`config.mk`:
```
export PLATFORM = sky130hd
export DESIGN_NAME = rr_reg_arbiter
export DESIGN_NICKNAME = d
export VERILOG_FILES = /design/src/rtl/rr_arb_pkg.sv /design/src/rtl/rr_priority_pick.sv /design/src/rtl/rr_reg_arbiter.sv
export SDC_FILE = /design/constraint.sdc
export NUM_CORES = 1
export LEC_CHECK = 0
export CAP_MARGIN = 0
export CORE_MARGIN = 2
export CORE_UTILIZATION = 40
export DETAILED_ROUTE_END_ITERATION = 8
export GPL_ROUTABILITY_DRIVEN = 0
export HOLD_SLACK_MARGIN = 0.06
export PLACE_DENSITY = 0.78
export SYNTH_ARGS = -nofsm -noshare
export SYNTH_HDL_FRONTEND = slang
export SYNTH_SLANG_ARGS = --single-unit
```
`constraint.sdc`:
```
create_clock -name clk -period 2.7 [get_ports clk]
set_input_delay 0.54 -clock clk [delete_from_list [all_inputs] [get_ports clk]]
set_output_delay 0.54 -clock clk [all_outputs]
set_load 0.01 [all_outputs]
```
`src/rtl/rr_arb_pkg.sv`:
```
// Shared types and index helpers for the round-robin register arbiter.
package rr_arb_pkg;

    typedef enum logic {
        ARB_IDLE = 1'b0,
        ARB_COOL = 1'b1
    } arb_state_t;

    function automatic int idx_w(input int n);
        return (n <= 2) ? 1 : $clog2(n);
    endfunction

    // Modulo increment that works for non-power-of-two requester counts
    function automatic int wrap_inc(input int v, input int n);
        return (v + 1 >= n) ? 0 : v + 1;
    endfunction

endpackage

```
`src/rtl/rr_priority_pick.sv`:
```
// Combinational round-robin pick: first set request at or above ptr, wrapping.
module rr_priority_pick
    import rr_arb_pkg::*;
#(
    parameter int NUM_REQ = 4
) (
    input  logic [NUM_REQ-1:0]         req,
    input  logic [$clog2(NUM_REQ)-1:0] ptr,
    output logic                       found,
    output logic [$clog2(NUM_REQ)-1:0] win
);

    localparam int ID_W = idx_w(NUM_REQ);
    localparam int W2   = 2 * NUM_REQ;

    logic [W2-1:0] req2;
    logic [W2-1:0] below;
    logic [W2-1:0] masked;

    // Lower copy drops bits below ptr; upper copy supplies the wrapped candidates
    assign req2   = {req, req};
    assign below  = (W2'(1) << ptr) - W2'(1);
    assign masked = req2 & ~below;

    always_comb begin
        found = 1'b0;
        win   = '0;
        for (int j = W2 - 1; j >= 0; j--) begin
            if (masked[j]) begin
                found = 1'b1;
                win   = (j >= NUM_REQ) ? ID_W'(j - NUM_REQ) : ID_W'(j);
            end
        end
    end

endmodule

```
`src/rtl/rr_reg_arbiter.sv`:
```
// Round-robin arbiter sharing one resettable register among NUM_REQ writers,
// with an optional post-write cooldown.
module rr_reg_arbiter
    import rr_arb_pkg::*;
#(
    parameter int NUM_REQ  = 4,
    parameter int DATA_W   = 8,
    parameter int COOLDOWN = 0
) (
    input  logic                        clk,
    input  logic                        reset,
    input  logic [NUM_REQ-1:0]          req_i,
    input  logic [NUM_REQ*DATA_W-1:0]   data_i,
    output logic [NUM_REQ-1:0]          ack_o,
    output logic [DATA_W-1:0]           q_o,
    output logic                        q_valid_o,
    output logic [$clog2(NUM_REQ)-1:0]  last_id_o,
    output logic                        busy_o
);

    localparam int ID_W  = idx_w(NUM_REQ);
    localparam int CNT_W = (COOLDOWN > 0) ? $clog2(COOLDOWN + 1) : 1;

    arb_state_t       state_q, state_d;
    logic [CNT_W-1:0] cnt_q, cnt_d;
    logic [ID_W-1:0]  ptr_q;
    logic [NUM_REQ-1:0] eff_req;
    logic             found;
    logic [ID_W-1:0]  win_idx;
    logic             load;

    // The just-acknowledged requester is masked so a late req drop is not served twice
    assign eff_req = req_i & ~ack_o;

    rr_priority_pick #(
        .NUM_REQ (NUM_REQ)
    ) u_pick (
        .req   (eff_req),
        .ptr   (ptr_q),
        .found (found),
        .win   (win_idx)
    );

    always_comb begin
        state_d = state_q;
        cnt_d   = cnt_q;
        load    = 1'b0;
        case (state_q)
            ARB_IDLE: begin
                if (found) begin
                    load = 1'b1;
                    if (COOLDOWN > 0) begin
                        state_d = ARB_COOL;
                        cnt_d   = CNT_W'(COOLDOWN);
                    end
                end
            end
            ARB_COOL: begin
                if (cnt_q <= CNT_W'(1)) begin
                    state_d = ARB_IDLE;
                    cnt_d   = '0;
                end else begin
                    cnt_d = cnt_q - CNT_W'(1);
                end
            end
            default: begin
                state_d = ARB_IDLE;
                cnt_d   = '0;
            end
        endcase
    end

    // Registered outputs: everything below changes only on clk or reset
    always_ff @(posedge clk or posedge reset) begin
        if (reset) begin
            state_q   <= ARB_IDLE;
            cnt_q     <= '0;
            ptr_q     <= '0;
            ack_o     <= '0;
            q_o       <= '0;
            q_valid_o <= 1'b0;
            last_id_o <= '0;
        end else begin
            state_q <= state_d;
            cnt_q   <= cnt_d;
            ack_o   <= load ? (NUM_REQ'(1) << win_idx) : '0;
            if (load) begin
                q_o       <= data_i[int'(win_idx)*DATA_W +: DATA_W];
                q_valid_o <= 1'b1;
                last_id_o <= win_idx;
                ptr_q     <= ID_W'(wrap_inc(int'(win_idx), NUM_REQ));
            end
        end
    end

    assign busy_o = (state_q == ARB_COOL);

endmodule

```
Clock wires, drivers and flops:
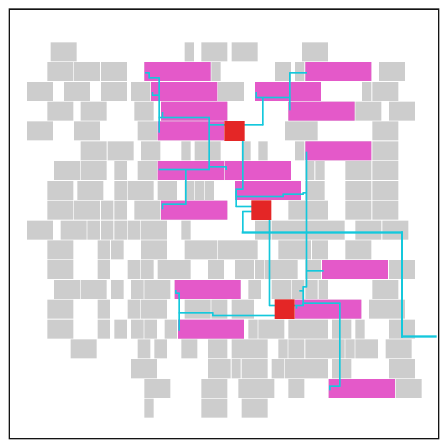
[clock wires] cyan | length: 220 microns
[flip-flops] magenta | count: 17
[clock drivers] red | count: 3
routed clock nets	4

Power grid:
Pins as bars on the die edge. Tap cells in grey.
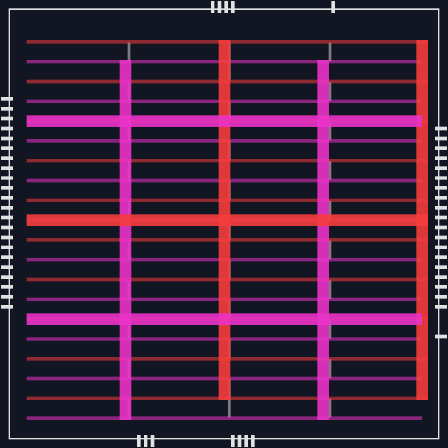
net	colour
VSS	magenta
VDD	red
met4 straps	4
tap cells	31
met5 straps	3

Routing congestion map:
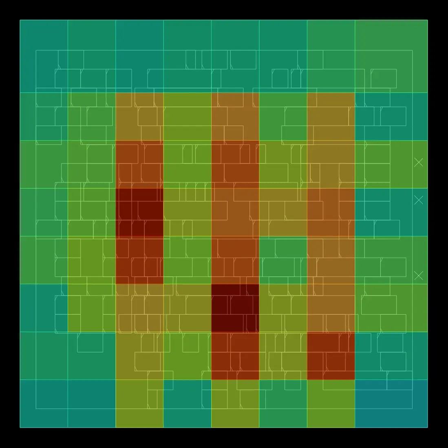
global routing usage on met1: 20.7%
most used routing layer: met2
WL per Instance: 14.3 microns
met3 Usage GRT: 3.52%
Total GRT Usage: 18.5%

Where the registers sit:
Other sequential cells in the stronger grey, the rest of the logic in the fainter grey.
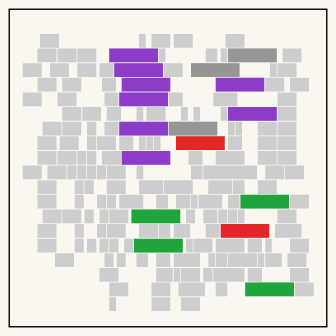
netlist name	colour	sequential cells
q_o	purple	8
ack_o	green	4
ptr_q	red	2
not coloured	3

Cell classes on the final placement:
Scale bar: 20 microns.
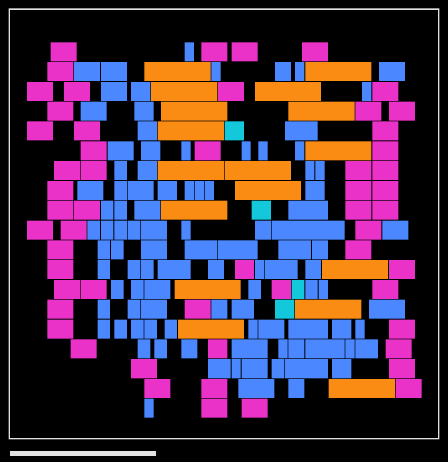
class	colour	cells
flops	orange	17
combinational and other logic	blue	100
other buffers and delay cells	magenta	55
clock drivers and dummy loads	cyan	4

==> critical path, stage by stage <==
cell and delay [ps]:
clkdlybuf4s50_1 540, or4b_4 580, nand2_2 110, a21o_4 120, inv_4 60, ha_1 190, and2_1 150, nor3_1 160
==> state kept, by name, summed over array words and instances (netlist names) <==
name	cells
ptr_q	2
q_o	8
q_valid_o	1
last_id_o	2
ack_o	4
==> metrics by stage <==
step / utilization, % / total power [mW]
floorplan: - / 1.20
global placement: 62.1 / 1.56
detailed placement: 62.1 / 1.60
CTS: 63.1 / 1.73
global route: 63.1 / 1.87
finish: 63.1 / 1.72
==> impl_metrics.py <==
# Physical implementation metrics
metrics = {
    "drt": {
        "antenna_left": 0,
        "top_layer_used": "met4",
        "drt_iter0_markers": 17,
        "drc": 3,
        "route.met2.wl_microns": 1490,
    },
    "logic_synthesis": {
        "netlist-cell-type-count": 34,
        "synthCells": 124,
        "top_cell_area_share_pct": 35.5,
        "ff_type": "dfrtp_1",
        "synthMuxAreaShare_pct": 11.7,
        "synth_nets": 166,
        "syn_area_sq_um": 1200,
        "yosys_cells": 124,
        "most_common_cell": "dfrtp_1",
    },
    "clock_tree": {
        "clock_sinks": 17,
        "numCtsBuffers": 3,
        "clk_path_buf_depth": 2,
        "clkLatencyLatePin_ps": 290,
        "path_clk_slew_ps": 100,
    },
    "sta": {
        "final-setup-viol-count": 0,
        "fin_crit_sh_pct": 83.0,
        "period_needed_ps": 2240,
    },
    "global_route": {
        "met2_usage_pct": 34.0,
    },
    "final_layout": {
        "lay_top_count": "clkdlybuf4s50_1",
        "drive_gt1_share_pct": 13.6,
        "logic_area_sq_um": 704,
        "final_cells": 207,
        "comb_share_pct": 39.8,
        "clk_share_pct": 1.55,
        "nNetsFinal": 219,
        "nFillCells": 257,
    },
    "floorplan": {
        "die_area_sq_um": 3450,
        "dieHeight_microns": 58.8,
    },
    "place": {
        "place_area_sq_um": 1740,
    },
    "power": {
        "p_clk_share_pct": 8.0,
    },
    "worst_setup_path": {
        "worstReg2RegStart": "ptr_q[1]",
        "worst_ep_arrival_time_ps": 2460,
    },
    "worst_hold_path": {
        "hold_path_class": "reg2reg",
    },
    "outcome": {
        "outcome": "finished with violations",
        "violations": "DRC",
    },
}
No activity file was given, so power comes from the tool's default toggle rates.
